==> src/rtl/rv32i_pipe_ctrl_if.sv <==
// Control bundle between the RV32I pipeline and its hazard/sequencing controller.
// The pipeline side drives hazard sources; the controller drives stall/bubble/redirect.
interface rv32i_pipe_ctrl_if #(
  parameter int CNT_W = 16
);
  logic [4:0]       d_rs1;
  logic [4:0]       d_rs2;
  logic             d_use_rs1;
  logic             d_use_rs2;
  logic [4:0]       e_rd;
  logic             e_is_load;
  logic             e_redirect;
  logic             m_mem_req;
  logic             m_mem_ready;
  logic             w_fault;
  logic             f_stall;
  logic             d_stall;
  logic             e_stall;
  logic             m_stall;
  logic             d_bubble;
  logic             e_bubble;
  logic             w_bubble;
  logic             pc_stall;
  logic             pc_redirect;
  logic             halted;
  logic             timeout_fault;
  logic [CNT_W-1:0] stall_count;
  logic [CNT_W-1:0] flush_count;

  modport master (
    output d_rs1, d_rs2, d_use_rs1, d_use_rs2, e_rd, e_is_load, e_redirect,
           m_mem_req, m_mem_ready, w_fault,
    input  f_stall, d_stall, e_stall, m_stall, d_bubble, e_bubble, w_bubble,
           pc_stall, pc_redirect, halted, timeout_fault, stall_count, flush_count
  );

  modport slave (
    input  d_rs1, d_rs2, d_use_rs1, d_use_rs2, e_rd, e_is_load, e_redirect,
           m_mem_req, m_mem_ready, w_fault,
    output f_stall, d_stall, e_stall, m_stall, d_bubble, e_bubble, w_bubble,
           pc_stall, pc_redirect, halted, timeout_fault, stall_count, flush_count
  );
endinterface

==> src/rtl/rv32i_pipe_ctrl.sv <==
// Hazard and sequencing controller for the 5-stage RV32I pipeline: stall/bubble
// generation, halt FSM, data-memory wait watchdog and saturating event counters.
module rv32i_pipe_ctrl #(
  parameter int CNT_W       = 16,
  parameter int MEM_TIMEOUT = 64
) (
  input  logic                clock,
  input  logic                reset,
  rv32i_pipe_ctrl_if.slave    ctl
);

  typedef enum logic [1:0] {RUN, MEM_WAIT, HALT} state_e;

  localparam logic [15:0]      TIMEOUT = 16'(MEM_TIMEOUT);
  localparam logic [CNT_W-1:0] CNT_MAX = '1;

  state_e           state_q;
  logic [15:0]      wdog_q;
  logic             tfault_q;
  logic [CNT_W-1:0] stall_cnt_q, stall_cnt_d;
  logic [CNT_W-1:0] flush_cnt_q, flush_cnt_d;

  logic lu, mw, active, in_halt, fault_now, hold_all, redirect, lu_stall;
  logic front_stall, halt_w;

  // Outputs are forced quiet while reset is held, independent of the inputs.
  always_comb begin
    lu = ctl.e_is_load && (ctl.e_rd != 5'd0) &&
         ((ctl.d_use_rs1 && (ctl.d_rs1 == ctl.e_rd)) ||
          (ctl.d_use_rs2 && (ctl.d_rs2 == ctl.e_rd)));
    mw          = ctl.m_mem_req && !ctl.m_mem_ready;
    in_halt     = !reset && (state_q == HALT);
    active      = !reset && (state_q != HALT);
    fault_now   = active && ctl.w_fault;
    hold_all    = in_halt || fault_now || (active && mw);
    redirect    = active && !ctl.w_fault && !mw && ctl.e_redirect;
    lu_stall    = active && !ctl.w_fault && !mw && !ctl.e_redirect && lu;
    front_stall = hold_all || lu_stall;
    halt_w      = in_halt || fault_now;

    stall_cnt_d = stall_cnt_q;
    if (front_stall && !halt_w && (stall_cnt_q != CNT_MAX))
      stall_cnt_d = stall_cnt_q + 1'b1;
    flush_cnt_d = flush_cnt_q;
    if (redirect && (flush_cnt_q != CNT_MAX))
      flush_cnt_d = flush_cnt_q + 1'b1;
  end

  assign ctl.pc_stall      = front_stall;
  assign ctl.f_stall       = front_stall;
  assign ctl.d_stall       = front_stall;
  assign ctl.e_stall       = hold_all;
  assign ctl.m_stall       = hold_all;
  assign ctl.w_bubble      = hold_all;
  assign ctl.d_bubble      = redirect;
  assign ctl.e_bubble      = redirect || lu_stall;
  assign ctl.pc_redirect   = redirect;
  assign ctl.halted        = halt_w;
  assign ctl.timeout_fault = tfault_q;
  assign ctl.stall_count   = stall_cnt_q;
  assign ctl.flush_count   = flush_cnt_q;

  // HALT is terminal until reset; the watchdog only runs across consecutive wait cycles.
  always_ff @(posedge clock or posedge reset) begin
    if (reset) begin
      state_q     <= RUN;
      wdog_q      <= '0;
      tfault_q    <= 1'b0;
      stall_cnt_q <= '0;
      flush_cnt_q <= '0;
    end else begin
      stall_cnt_q <= stall_cnt_d;
      flush_cnt_q <= flush_cnt_d;
      if (state_q != HALT) begin
        if (ctl.w_fault) begin
          state_q <= HALT;
          wdog_q  <= '0;
        end else if (mw) begin
          if (state_q == RUN) begin
            state_q <= MEM_WAIT;
            wdog_q  <= 16'd1;
          end else if (wdog_q >= TIMEOUT) begin
            tfault_q <= 1'b1;
            state_q  <= HALT;
          end else begin
            wdog_q <= wdog_q + 16'd1;
          end
        end else begin
          state_q <= RUN;
          wdog_q  <= '0;
        end
      end
    end
  end

endmodule

==> src/flat_wrapper.sv <==
// flat-port wrapper written by rule: the top's interface ports become plain ports
module rv32i_pipe_ctrl_flat 
#(
  parameter int CNT_W       = 16,
  parameter int MEM_TIMEOUT = 64
)
  (clock, reset, ctl_d_rs1, ctl_d_rs2, ctl_d_use_rs1, ctl_d_use_rs2, ctl_e_rd, ctl_e_is_load, ctl_e_redirect, ctl_m_mem_req, ctl_m_mem_ready, ctl_w_fault, ctl_f_stall, ctl_d_stall, ctl_e_stall, ctl_m_stall, ctl_d_bubble, ctl_e_bubble, ctl_w_bubble, ctl_pc_stall, ctl_pc_redirect, ctl_halted, ctl_timeout_fault, ctl_stall_count, ctl_flush_count);
  rv32i_pipe_ctrl_if #(.CNT_W(CNT_W)) ctl_i ();
  input  logic clock;
  input  logic reset;
  input wire logic [$bits(ctl_i.d_rs1)-1:0] ctl_d_rs1;
  input wire logic [$bits(ctl_i.d_rs2)-1:0] ctl_d_rs2;
  input wire logic [$bits(ctl_i.d_use_rs1)-1:0] ctl_d_use_rs1;
  input wire logic [$bits(ctl_i.d_use_rs2)-1:0] ctl_d_use_rs2;
  input wire logic [$bits(ctl_i.e_rd)-1:0] ctl_e_rd;
  input wire logic [$bits(ctl_i.e_is_load)-1:0] ctl_e_is_load;
  input wire logic [$bits(ctl_i.e_redirect)-1:0] ctl_e_redirect;
  input wire logic [$bits(ctl_i.m_mem_req)-1:0] ctl_m_mem_req;
  input wire logic [$bits(ctl_i.m_mem_ready)-1:0] ctl_m_mem_ready;
  input wire logic [$bits(ctl_i.w_fault)-1:0] ctl_w_fault;
  output wire logic [$bits(ctl_i.f_stall)-1:0] ctl_f_stall;
  output wire logic [$bits(ctl_i.d_stall)-1:0] ctl_d_stall;
  output wire logic [$bits(ctl_i.e_stall)-1:0] ctl_e_stall;
  output wire logic [$bits(ctl_i.m_stall)-1:0] ctl_m_stall;
  output wire logic [$bits(ctl_i.d_bubble)-1:0] ctl_d_bubble;
  output wire logic [$bits(ctl_i.e_bubble)-1:0] ctl_e_bubble;
  output wire logic [$bits(ctl_i.w_bubble)-1:0] ctl_w_bubble;
  output wire logic [$bits(ctl_i.pc_stall)-1:0] ctl_pc_stall;
  output wire logic [$bits(ctl_i.pc_redirect)-1:0] ctl_pc_redirect;
  output wire logic [$bits(ctl_i.halted)-1:0] ctl_halted;
  output wire logic [$bits(ctl_i.timeout_fault)-1:0] ctl_timeout_fault;
  output wire logic [$bits(ctl_i.stall_count)-1:0] ctl_stall_count;
  output wire logic [$bits(ctl_i.flush_count)-1:0] ctl_flush_count;
  assign ctl_i.d_rs1 = ctl_d_rs1;
  assign ctl_i.d_rs2 = ctl_d_rs2;
  assign ctl_i.d_use_rs1 = ctl_d_use_rs1;
  assign ctl_i.d_use_rs2 = ctl_d_use_rs2;
  assign ctl_i.e_rd = ctl_e_rd;
  assign ctl_i.e_is_load = ctl_e_is_load;
  assign ctl_i.e_redirect = ctl_e_redirect;
  assign ctl_i.m_mem_req = ctl_m_mem_req;
  assign ctl_i.m_mem_ready = ctl_m_mem_ready;
  assign ctl_i.w_fault = ctl_w_fault;
  assign ctl_f_stall = ctl_i.f_stall;
  assign ctl_d_stall = ctl_i.d_stall;
  assign ctl_e_stall = ctl_i.e_stall;
  assign ctl_m_stall = ctl_i.m_stall;
  assign ctl_d_bubble = ctl_i.d_bubble;
  assign ctl_e_bubble = ctl_i.e_bubble;
  assign ctl_w_bubble = ctl_i.w_bubble;
  assign ctl_pc_stall = ctl_i.pc_stall;
  assign ctl_pc_redirect = ctl_i.pc_redirect;
  assign ctl_halted = ctl_i.halted;
  assign ctl_timeout_fault = ctl_i.timeout_fault;
  assign ctl_stall_count = ctl_i.stall_count;
  assign ctl_flush_count = ctl_i.flush_count;
  rv32i_pipe_ctrl #(.CNT_W(CNT_W), .MEM_TIMEOUT(MEM_TIMEOUT)) u_core (.clock(clock), .reset(reset), .ctl(ctl_i));
endmodule
==> config.mk <==
export PLATFORM = sky130hd
export DESIGN_NAME = rv32i_pipe_ctrl_flat
export DESIGN_NICKNAME = d
export VERILOG_FILES = /design/src/rtl/rv32i_pipe_ctrl_if.sv /design/src/rtl/rv32i_pipe_ctrl.sv /design/src/flat_wrapper.sv
export SDC_FILE = /design/constraint.sdc
export NUM_CORES = 1
export LEC_CHECK = 0
export CAP_MARGIN = 20
export CORE_MARGIN = 1.5
export CORE_UTILIZATION = 45
export DETAILED_ROUTE_END_ITERATION = 16
export PLACE_DENSITY = 0.77
export SYNTH_ARGS = -nofsm -noshare
export SYNTH_HDL_FRONTEND = slang
export SYNTH_SLANG_ARGS = --single-unit
==> constraint.sdc <==
create_clock -name clock -period 2.5 [get_ports clock]
set_input_delay 0.5 -clock clock [delete_from_list [all_inputs] [get_ports clock]]
set_output_delay 0.5 -clock clock [all_outputs]
set_load 0.02 [all_outputs]
==> notes.md <==
run metrics: run status completed, YS warnings 0, Post-CTS Hold Buffers 0, Crit Path Category input port to output port, R2R Path Start u_core.wdog_q[10]$_DFFE_PP0P_, Final Instance Area about 0.0037 sq mm, RSZ-0062 raised after global routing yes, Syn Area/Cell 10.1 sq um, worst-skew pair later-pin latency ~300 ps, Tcrit/Tclk final 0.990, die x size ~81 microns, Sink Count approximately 51, worst-path maximum fanout 3, Place WS -633 ps, drt first pass iters 4, DRC violation total after the first TritonRoute iteration between 100 and 150, IO Pins ~67, endpoint class of the critical path output port, GR Util All Layers 0.196, GPL Wtd Cong between 0.8 and 0.9, Top FF cell, synth dfrtp_1, Clock Pin Slew Worst Setup and Hold Paths around 80 ps, Hold Path Origin u_core.wdog_q[5]$_DFFE_PP0P_, Max Cap Violations 0, number of global-route vias before repair between 2,000 and 2,500, ys cells ~270, detailed-route wire length per cell ~14 microns, Bufs on Longest Clock Path 2, Worst-Margin Slew between 600 and 700 ps, Critical Path Start ctl_d_rs1[3], Post-DP HPWL approximately 4.5 mm, Hold Path Depth 1, PwrDens between 400 and 500 mW/mm^2, syn_nets around 300, htree depth 2, CP Data Required Time around 2000 ps, Worst Clk Skew ~8.1 ps, Hold Fails Final Rpt 0, crit start category input port, Setup-failing EPs final 0, hold slack approximately 480 ps, Mapped Cells between 200 and 300, first-pass GRT wire length approximately 10 mm, crit path DAT slightly below 2000 ps, Post-synth seq share 0.467, synthesized area 0.00273 sq mm, Vias/cell between 5 and 6, largest net degree at the start of global routing ~52, Reg2Reg Depth 6, biggest area cells dfrtp_1, xnor2_1, xor2_1, Synth area leader dfrtp_1, CTS tree yes, area delta synth->final 36.9%, min Tclk post-route 2470 ps, initial antenna violation count 0, cts bufs inserted 5, n_diodes 0, EDFF count, synth 0, Remaining DRCs 0, Worst R2R End u_core.wdog_q[14]$_DFFE_PP0P_, Core ar. between 0.005 and 0.006 sq mm, top cells by count dfrtp_1, nor2_1, xnor2_1, OpenROAD warning count 29, Max Fclk between 400 and 500 MHz
power by group:
| part | internal [mW] | switching (mW) | leakage (nW) | total [mW] |
|---|---|---|---|---|
| Combinational | 0.0799 | 0.0724 | 1.03 | 0.152 |
| Clock | 0.293 | 0.266 | 0.0502 | 0.559 |
| Sequential | 0.828 | 0.00606 | 0.696 | 0.835 |
registers in the layout, indices dropped and copies added (netlist names):
| signal | flops |
|---|---|
| u_core.wdog_q | 16 |
| u_core.ctl.timeout_fault | 1 |
| u_core.state_q | 2 |
| u_core.ctl.stall_count | 16 |
| u_core.ctl.flush_count | 16 |
layout by cell type (no fill, tap or decap), drive strengths merged, types with 3 or more instances in the layout:
| master | count |
|---|---|
| o21ai | 6 |
| inv | 7 |
| o21a | 4 |
| nor2 | 27 |
| a21oi | 7 |
| buf | 32 |
| xnor2 | 24 |
| xor2 | 18 |
| ha | 4 |
| a21o | 3 |
| dfrtp | 51 |
| nand4 | 13 |
| a31oi | 6 |
| nand2 | 21 |
| clkdlybuf4s50 | 51 |
| and3 | 14 |
| nor4 | 5 |
| dlygate4sd2 | 7 |
| nor2b | 4 |
| nor3 | 6 |
| clkbuf | 7 |
| nand3 | 14 |
| and2 | 7 |
logic make-up (layout without fill, tap and decap cells):
kind of cell / count (synthesis) / after routing / synth area share
buffers and inverters: 17 / 109 / 0.0339
muxes: 4 / 4 / 0.0169
adders and majority gates: 4 / 4 / 0.0183
xor gates and xnor gates: 42 / 42 / 0.135
DFF: 51 / 51 / 0.467
and+or+nand+nor: 120 / 120 / 0.243
AOI/OAI and AO/OA: 33 / 33 / 0.0865
worst max path at each step:
stage              endpoint  slack [ps]  cells past startpoint
2_1_floorplan   ctl_f_stall         100                      4
3_3_place_gp    ctl_d_stall        -530                      6
3_5_place_dp    ctl_d_stall        -630                      8
4_1_cts        ctl_d_bubble           2                      6
5_1_grt        ctl_e_bubble         -50                      8
6_report       ctl_e_bubble          30                      8
routing by layer:
layer / GRT usage / up-vias / share of wire
met3: 0.0371 / 8 / 0.041
li1: - / 1134 / -
met1: 0.261 / 1102 / 0.46
met4: 0.0483 / 0 / 0.0099
met5: 0 / - / 0
met2: 0.331 / 54 / 0.49
metrics by stage:
step,utilization,power [mW],TNS [ps]
2_1_floorplan,-,0.918,0
3_3_place_gp,0.615,1.00,-2780
5_1_grt,0.636,1.60,-45.5
3_5_place_dp,0.615,1.00,-3830
6_report,0.636,1.55,0
4_1_cts,0.635,1.56,0
timing repair:
action,CTS,global route
gates resized,31,8
endpoints found under the setup margin,10,6
setup buffers,3,0
pin swaps,6,5
worst max-delay path, cell delays in order:
cell and delay (ps):
clkdlybuf4s50_1 480, xnor2_1 140, nand4_1 140, o22ai_2 170, buf_4 140, a21oi_1 60
nor2b_1 170, buf_4 170
final cells by class:
class	instances	area (sq um)	share of cell area
inverter	8	33.8	0.00903
timing repair buffer	94	845	0.226
tap	75	93.8	0.0251
clock inverter	2	37.5	0.0100
sequential	51	1280	0.341
multi-input combinational	203	1390	0.371
clock buffer	5	68.8	0.0184
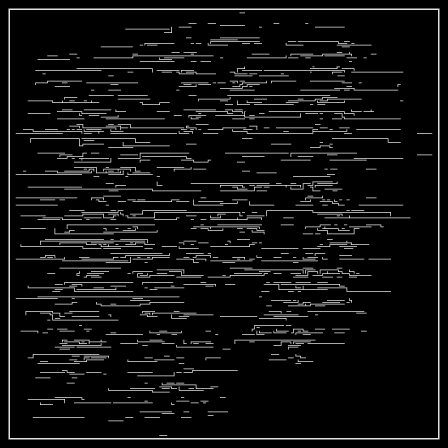
(signal wires on met1)
340 nets have wire on it. The longest straight run is 26.7 microns. The wires run mostly horizontal. The layer holds 46% of the routed length.
Post-Route WL: 5.99 mm
global routing usage on met1: 0.261
total number of vias: 2,298

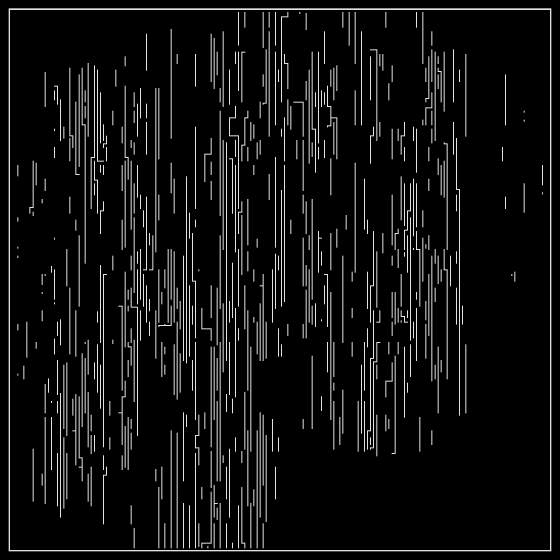
(signal wires on met2)
349 nets have wire on it. The layer holds 49% of the routed length. The longest straight run is 33.8 microns. The layer carries 2,940 microns of wire. The wires run mostly vertical.
met2 Usage GRT: 0.331

No activity file was given, so power comes from the tool's default toggle rates.
